Figure 1. Sequential cells grouped by signal name (run 1).
(10 px per um)
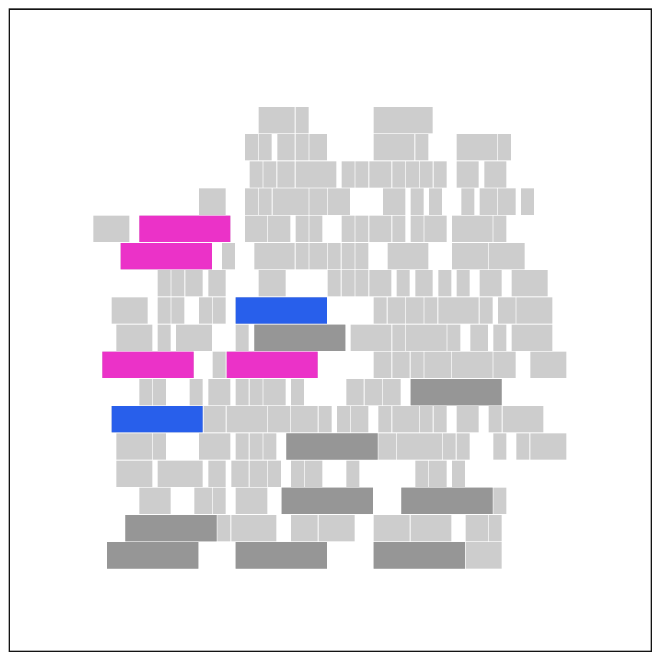
Figure 2. Wire density map (run 1).
(6 px per um) The die is cut into 13 by 13 equal tiles; dark blue is low, red is high, scaled to the fullest tile. Values are wire area over tile area, all layers added.
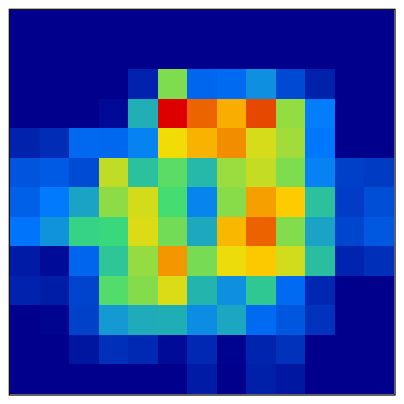
Figure 3. Wiring by layer (run 1).
(6 px per um) Only two layers are drawn.
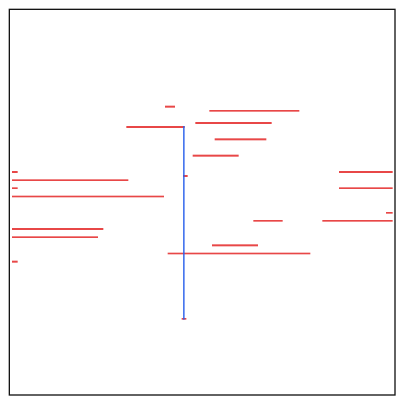
==> config.mk <==
export PLATFORM = sky130hd
export DESIGN_NAME = rr_bus_arbiter
export DESIGN_NICKNAME = d
export VERILOG_FILES = /design/src/rtl/rr_bus_arbiter.sv
export SDC_FILE = /design/constraint.sdc
export NUM_CORES = 1
export LEC_CHECK = 0
export ABC_AREA = 1
export CORE_MARGIN = 8
export CORE_UTILIZATION = 55
export DETAILED_ROUTE_END_ITERATION = 7
export PLACE_DENSITY = 0.82
export RECOVER_POWER = 50
export SYNTH_ARGS = -nofsm -noshare
export SYNTH_HDL_FRONTEND = slang
export SYNTH_SLANG_ARGS = --single-unit
==> constraint.sdc <==
create_clock -name clk -period 4.4 [get_ports clk]
set_input_delay 0.44 -clock clk [delete_from_list [all_inputs] [get_ports clk]]
set_output_delay 0.44 -clock clk [all_outputs]
set_load 0.02 [all_outputs]
==> src/rtl/rr_bus_arbiter.sv <==
// Round-robin bus arbiter with grant tenure: an owner keeps the bus until it
// drops its request or uses up MAX_HOLD cycles, then priority rotates past it.
module rr_bus_arbiter #(
    parameter int N        = 4,
    parameter int MAX_HOLD = 8
) (
    input  logic                                 clk,
    input  logic                                 rst,
    input  logic [N-1:0]                         req,
    output logic [N-1:0]                         gnt,
    output logic [((N > 1) ? $clog2(N) : 1)-1:0] gnt_id,
    output logic                                 gnt_valid,
    output logic                                 timeout
);

    localparam int IW = (N > 1) ? $clog2(N) : 1;
    localparam int CW = $clog2(MAX_HOLD + 1);
    localparam logic [CW-1:0] HOLD_MAX = CW'(MAX_HOLD);
    localparam logic [CW-1:0] HOLD_ONE = CW'(1);

    typedef enum logic {
        IDLE  = 1'b0,
        GRANT = 1'b1
    } state_t;

    typedef struct packed {
        logic          found;
        logic [IW-1:0] idx;
    } pick_t;

    state_t        state_q;
    logic [IW-1:0] ptr_q;
    logic [CW-1:0] hold_cnt_q;
    logic [N-1:0]  gnt_q;
    logic [IW-1:0] gnt_id_q;
    logic          gnt_valid_q;
    logic          timeout_q;

    // Successor index modulo N; N need not be a power of two.
    function automatic logic [IW-1:0] next_idx(input logic [IW-1:0] i);
        if (int'(i) == N - 1) begin
            return '0;
        end
        return i + IW'(1);
    endfunction

    // Circular first-set-bit search: start, start+1, ..., N-1, 0, ..., start-1.
    function automatic pick_t search(input logic [N-1:0] r, input logic [IW-1:0] start);
        pick_t p;
        int    k;
        p = '0;
        k = int'(start);
        for (int i = 0; i < N; i++) begin
            if (!p.found && r[k]) begin
                p.found = 1'b1;
                p.idx   = IW'(k);
            end
            k = (k == N - 1) ? 0 : k + 1;
        end
        return p;
    endfunction

    function automatic logic [N-1:0] onehot(input logic [IW-1:0] idx);
        return N'(1) << idx;
    endfunction

    logic [IW-1:0] owner_next;
    logic [IW-1:0] search_start;
    logic          owner_req;
    logic          hold_done;
    logic          release_now;
    pick_t         pick;

    // From IDLE the search begins at ptr; on release it begins just past the
    // owner, which is exactly where ptr is about to point.
    always_comb begin
        owner_next   = next_idx(gnt_id_q);
        owner_req    = req[gnt_id_q];
        hold_done    = (hold_cnt_q == HOLD_MAX);
        release_now  = !owner_req || hold_done;
        search_start = (state_q == IDLE) ? ptr_q : owner_next;
        pick         = search(req, search_start);
    end

    // NOTE: every register here, state and outputs alike, is assigned with <=
    // and cleared by the asynchronous reset so outputs drop without a clock.
    always_ff @(posedge clk or posedge rst) begin
        if (rst) begin
            state_q     <= IDLE;
            ptr_q       <= '0;
            hold_cnt_q  <= '0;
            gnt_q       <= '0;
            gnt_id_q    <= '0;
            gnt_valid_q <= 1'b0;
            timeout_q   <= 1'b0;
        end else begin
            case (state_q)
                IDLE: begin
                    timeout_q <= 1'b0;
                    if (pick.found) begin
                        state_q     <= GRANT;
                        gnt_q       <= onehot(pick.idx);
                        gnt_id_q    <= pick.idx;
                        gnt_valid_q <= 1'b1;
                        hold_cnt_q  <= HOLD_ONE;
                    end
                end
                GRANT: begin
                    // A drop coinciding with a full tenure counts as a drop.
                    timeout_q <= owner_req && hold_done;
                    if (!release_now) begin
                        hold_cnt_q <= hold_cnt_q + HOLD_ONE;
                    end else begin
                        ptr_q <= owner_next;
                        if (pick.found) begin
                            gnt_q       <= onehot(pick.idx);
                            gnt_id_q    <= pick.idx;
                            gnt_valid_q <= 1'b1;
                            hold_cnt_q  <= HOLD_ONE;
                        end else begin
                            state_q     <= IDLE;
                            gnt_q       <= '0;
                            gnt_id_q    <= '0;
                            gnt_valid_q <= 1'b0;
                            hold_cnt_q  <= '0;
                        end
                    end
                end
                default: begin
                    state_q <= IDLE;
                end
            endcase
        end
    end

    assign gnt       = gnt_q;
    assign gnt_id    = gnt_id_q;
    assign gnt_valid = gnt_valid_q;
    assign timeout   = timeout_q;

endmodule
==> Changelog: implementation, run 1 <==
### Metrics

- Outcome: completed
- Cell area after synthesis: 1270 sq um
- Longest Clk Path Bufs: 2
- Clk root buf: clkbuf_4
- Kind of end point of the critical path: register
- Peak supply drop: 0.000515 V
- RR Startpoint: gnt_id[0]$_DFFE_PP0P_
- Total wire length: 2890 um
- DP Worst Slack: 2120 ps
- # IOs: 14
- Top-area cell share: 29.6%
- Resize count post-CTS: 0
- Critical path arrival: 2410 ps
- Basic Gates by Area: 51.2%
- YS chip area: 1270 sq um
- Port bufs: 13
- Period minus WS final: 2190 ps
- Clk pwr: 0.0788 mW
- Synth Instances: 173
- Comb. pwr: 0.917 mW
- Placed instance area: 1400 sq um
- Most frequent logic cell in the layout: nand2_1
- Final Hold Viols: 0
- Hpwl dp: 2230 um
- Fillers: 193
- GR Util All Layers: 15.5%
- Biggest area cells: dfrtp_1, nand2_1, nand2_4
- Tapcells: 28
- Kind of cell adding the most delay to the critical path: simple AND/OR/NAND/NOR gates
- Ys flop type: dfrtp_1
- CTS buffer count: 3
- Met2 wire len: 1400 um
- Ys async rst share: 100%
- Highest Signal Layer: met4
- WL met3: 194 um
- Core Region: 2190 sq um
- Final period utilization: 49.8%
- DR DRC count: 0
- H-tree depth: 1
- Wire length on met1: 1270 um
- DR pass1 iterations: 4
- CP cell instances: ha_1 -> inv_1 -> nand2_1 -> nand2_2 -> nand2_1 -> nand2_2 -> nand2_1 -> nand2_2 -> nand3_2 -> nor2_4 -> nand2_2 -> nand2_4 -> nand2_1 -> o21ai_2
- Nets: 197
- Insertion Delay late pin: 290 ps
- GRT busiest layer: met2
- Total congestion overflow: 0
- CP startpoint: gnt_id[0]$_DFFE_PP0P_
- LEAKAGE: 0.759 nW
- CP peak stage delay: 520 ps
- GRT met3 Usage: 4.70%
- Routed WL per cell: 13.4 um
- Endpoints failing setup: 0
- Chip width: 64.1 um
- Max-slew violations: 0
- Setup TNS: 0 ps
- Worst path slowest cell: dfrtp_1
- Leading cell kind: combinational gates
- Max Cap Violations: 0
- Share of post-route cells with drive strength above 1: 19.8%
- Min-delay worst type: register to register
- Synth warn: 0
- Switching power: 0.703 mW
- Logic area: 785 sq um
- Comb area share: 55.1%
- Vias in the first global route: 1119
- Highest-power group: combinational cells
- Seq Cell Count: 15
- Cell with the most instances after synthesis: nand2_1
- Seq share, synth: 29.6%
- Adder-Cell Fraction of Synth Area: 2.96%
- Placed cells: 211
- Commonest cells in the netlist: nand2_1, nand3_1, inv_1
- Design Area, Final: 1420 sq um
- Worst-margin pin slew: 553 ps
- Vias/cell: 5.41
- Final hold slack: 491 ps
- Syn Nets: 182
- Detailed-route via count: 1164
- Clk network pwr share: 6.4%
- Clock-pin transition on the worst setup and hold timing paths: 90 ps
- Core Util at FP: 58.0%
- Total power: 1.24 mW
- Ao+oa area frac: 6.21%
- # clk buffers: 4
- Worst Slack Setup Final: 2210 ps
- Met1 Use GR: 18.9%
- Area Overhead vs Synth: 12.0%
Notes on Figure 1 above:
- `gnt_id`: blue (flops 2)
- `gnt`: magenta (flops 4; where middle left)
- not coloured: 9
sequential power: 0.245 mW
Seq/total area: 26.4%
final core utilization: 64.9%
Seq. cell area: 375 sq um

Notes on Figure 2 above:
- tiles over half the peak: 21%
- densest ninth of the die: centre
- fullest tile: 0.47

Notes on Figure 3 above:
- M3: red (wire length 194 um)
- M4: blue (wire length 32.0 um)

-- run 1: final timing paths --
path	endpoint	cells after the start
setup / recovery	gnt[2]$_DFFE_PP0P_	14
hold / removal	gnt_valid$_DFFE_PP0P_	2
max in group asynchronous	gnt[1]$_DFFE_PP0P_	2
min in group asynchronous	hold_cnt_q[1]$_DFFE_PP0P_	2
setup reg to reg	gnt[2]$_DFFE_PP0P_	14
hold reg to reg	gnt_valid$_DFFE_PP0P_	2
-- run 1: worst register-to-register path, delay by kind of cell, from the launching register on --
family | cells | cell delay [ps]
AND-OR/OR-AND | 1 | 60
adder cells (fa/ha/maj) | 1 | 370
buffers and inverters | 1 | 70
flip-flops | 1 | 520
AND/OR/NAND/NOR | 11 | 1100
==> run 1 -> run 2 <==
--- a/config.mk
+++ b/config.mk
@@ -7,9 +7,9 @@
 export LEC_CHECK = 0
 export ABC_AREA = 1
 export CORE_MARGIN = 8
-export CORE_UTILIZATION = 55
+export CORE_UTILIZATION = 50
 export DETAILED_ROUTE_END_ITERATION = 7
-export PLACE_DENSITY = 0.82
+export PLACE_DENSITY = 0.79
 export RECOVER_POWER = 50
 export SYNTH_ARGS = -nofsm -noshare
 export SYNTH_HDL_FRONTEND = slang
==> constraint.sdc (replaced) <==
create_clock -name clk -period 1.9 [get_ports clk]
set_input_delay 0.19 -clock clk [delete_from_list [all_inputs] [get_ports clk]]
set_output_delay 0.19 -clock clk [all_outputs]
set_load 0.02 [all_outputs]
==> Changelog: implementation, run 2 <==
### Metrics

- Die area: 4410 sq um
- Switching power: 1.84 mW (+160%)
- Distinct lib cells used: 26
- Final period utilization: 101% (+51 points)
- RR Startpoint: gnt_id[0]$_DFFE_PP0P_
- Biggest area cells: dfrtp_1, nand2_1, nand2_4
- Rel. slew slack: 62.7%
- DR pass1 iterations: 4 (unchanged)
- Setup TNS: -89.5 ps (-89.5 ps)
- Outcome: finished, violations left
- Final core utilization: 67.6% (+2.7 points)
- Share of post-route cells with drive strength above 1: 35.5% (+16 points)
- YS chip area: 1270 sq um (unchanged)
- Commonest cells in the netlist: nand2_1, nand3_1, inv_1
- Die Y: 66.4 um
- CTS tree: done
- Initial antenna violation count: 0
- Cell with the most instances after synthesis: nand2_1
- Ys async rst share: 100% (unchanged)
- Net Sw Frac: 53.8%
- Site row count: 18
- CP startpoint: gnt_id[0]$_DFFE_PP0P_
- CTS buffer count: 3 (unchanged)
- Cells in synth_stat.txt: 173
- Largest logic family: simple AND/OR/NAND/NOR gates
- Resize count post-CTS: 2 (+2)
- Worst Reg2Reg Path Length in Cells: 12 (-2)
- Min-delay worst type: input pin to async pin
- Max Cap Violations: 0 (unchanged)
- Basic Gates by Area: 51.2% (unchanged)
- Cts-stage hold buffer count: 0
- Total power: 3.41 mW (+180%)
- Final Hold Viols: 0 (unchanged)
- Cell Int Power: 1.58 mW
- Adder-Cell Fraction of Synth Area: 2.96% (unchanged)
- Routed WL per cell: 13.4 um (about the same)
- RePlAce Congestion: 0.838
- Top cells excl fill/tap: nand2_1, nand2_2, nand3_1
- Sequential power: 0.544 mW (+120%)
- Max-slew violations: 0 (unchanged)
- H-tree depth: 1 (unchanged)
- GR Util All Layers: 13.3% (-2.2 points)
- Max Clock Skew: 7.30 ps
- Ys flop type: dfrtp_1
- Syn avg cell area: 7.34 sq um
- RR Endpoint: gnt_id[1]$_DFFE_PP0P_
- R2R Setup Slk: -20 ps
- LEAKAGE: 0.852 nW (+12%)
- Critical Setup Path Class: register to register
- Crit path required time: 2110 ps
- Total wire length: 3130 um (+8.4%)
- Fin cells: 233
- CP Max Fanout: 6
- Number of DRC markers in iteration 0: 117
- Core Util at FP: 52.2% (-5.8 points)
- Vias in the first global route: 1106 (-1.2%)
- Synth flops: 15
- Ao+oa area frac: 6.21% (unchanged)
- Area Overhead vs Synth: 29.6%
- Final hold slack: 390 ps (-101 ps)
- RSZ-0062 raised after global routing: yes
- MUX share of area: 0%
- Endpoints failing setup: 6 (+6)
- Most frequent logic cell in the layout: nand2_1
- Peak supply drop: 0.00127 V (+150%)
- Post-CTS setup repair buffer count: 4
- Sequential share of power: 15.9%
- Tool Warnings: 28
- Worst-margin pin slew: 559 ps (+6.12 ps)
- Fmax achieved: 520 MHz
- Antenna-violating nets left: 0
- Critical path arrival: 2140 ps (-270 ps)
- Area fraction in xor and xnor cells: 1.38%
- Total congestion overflow: 0 (unchanged)
- Placed cells: 223 (+5.7%)
- Port bufs: 13 (unchanged)
- Synth warn: 0 (unchanged)
- # IOs: 14 (unchanged)
- Largest net degree at the start of global routing: 16
- Clk pwr: 0.177 mW (+120%)
- Longest Clk Path Bufs: 2 (unchanged)
- Clk network pwr share: 5.2% (-1.2 points)
- Syn Nets: 182 (unchanged)
- Chip width: 66.4 um (+3.7%)
- Clk root buf: clkbuf_4
- Clk sinks: 15
- DP Worst Slack: -19.6 ps (-2140 ps)
- Detailed-route via count: 1242 (+6.7%)
- DR DRC count: 0 (unchanged)
- Insertion Delay late pin: 280 ps (about the same)
- Failing checks: setup timing
- Synth Instances: 173 (unchanged)
- Top-area cell share: 29.6% (unchanged)
- Period minus WS final: 1920 ps (-267 ps)
- Cell area after synthesis: 1270 sq um (unchanged)
- Yosys top cell by area: dfrtp_1
- Vias/cell: 5.33 (-1.5%)
- Core Region: 2430 sq um (+11%)
- Post-synth EDFFs: 0
- Clock-pin transition on the worst setup and hold timing paths: 90 ps (about the same)
- Number of diodes: 0
- Crit path to: gnt_id[1]$_DFFE_PP0P_
- Kind of end point of the critical path: register
- PD cells: 2080 nW/um^2
- First-pass GRT wire length: 4740 um
- Worst Slack Setup Final: -22.8 ps (-2230 ps)
- Highest-power group: combinational cells
- Seq share, synth: 29.6% (unchanged)
- Nets: 213 (+8.1%)
- Hpwl dp: 2280 um (+2.3%)
- Combinational Power Share: 78.9%
- Fillers: 198 (+2.6%)
- Design Area, Final: 1650 sq um (+16%)
- Placed instance area: 1470 sq um (+5.6%)
- CP startpoint kind: register
- Comb. pwr: 2.69 mW (+190%)
run 2: routing by layer:
layer  vias to the layer above  share of wire, %  global-route usage (%)
li1                        612                 -                       -
met1                       580                42                    16.6
met2                        48                50                    22.2
met3                         2               7.6                    4.07
met4                         0              0.61                    2.13
met5                         -                 0                       0
run 2: worst max-delay path, stage by stage (launching register included):
cell and delay [ps]:
dfrtp_1 420, ha_4 290, nand2_1 70, nand2_2 140, buf_4 140, nand3_2 70, nand2_2 120, nand3_2 120
nor2_4 170, nand2_2 110, nand2_4 90, nand2_1 60, nand2_1 60
run 2: layout make-up:
cell class	instances	area, sq um	area share [%]
Tap cell	30	37.5	2.28
Inverter	17	71.3	4.33
Multi-Input combinational cell	138	876	53.2
Timing Repair Buffer	29	258	15.7
Clock buffer	4	26.3	1.60
Sequential cell	15	377	22.9
Figure 4. Wiring by layer (run 2).
(6 px per um) Only two layers are drawn.
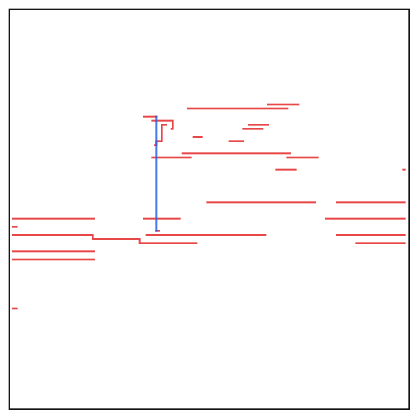
- M4: blue (wire length 19.0 um)
- M3: red (wire length 239 um)

Power figures rest on the tool's default switching activity, not on a simulated workload.
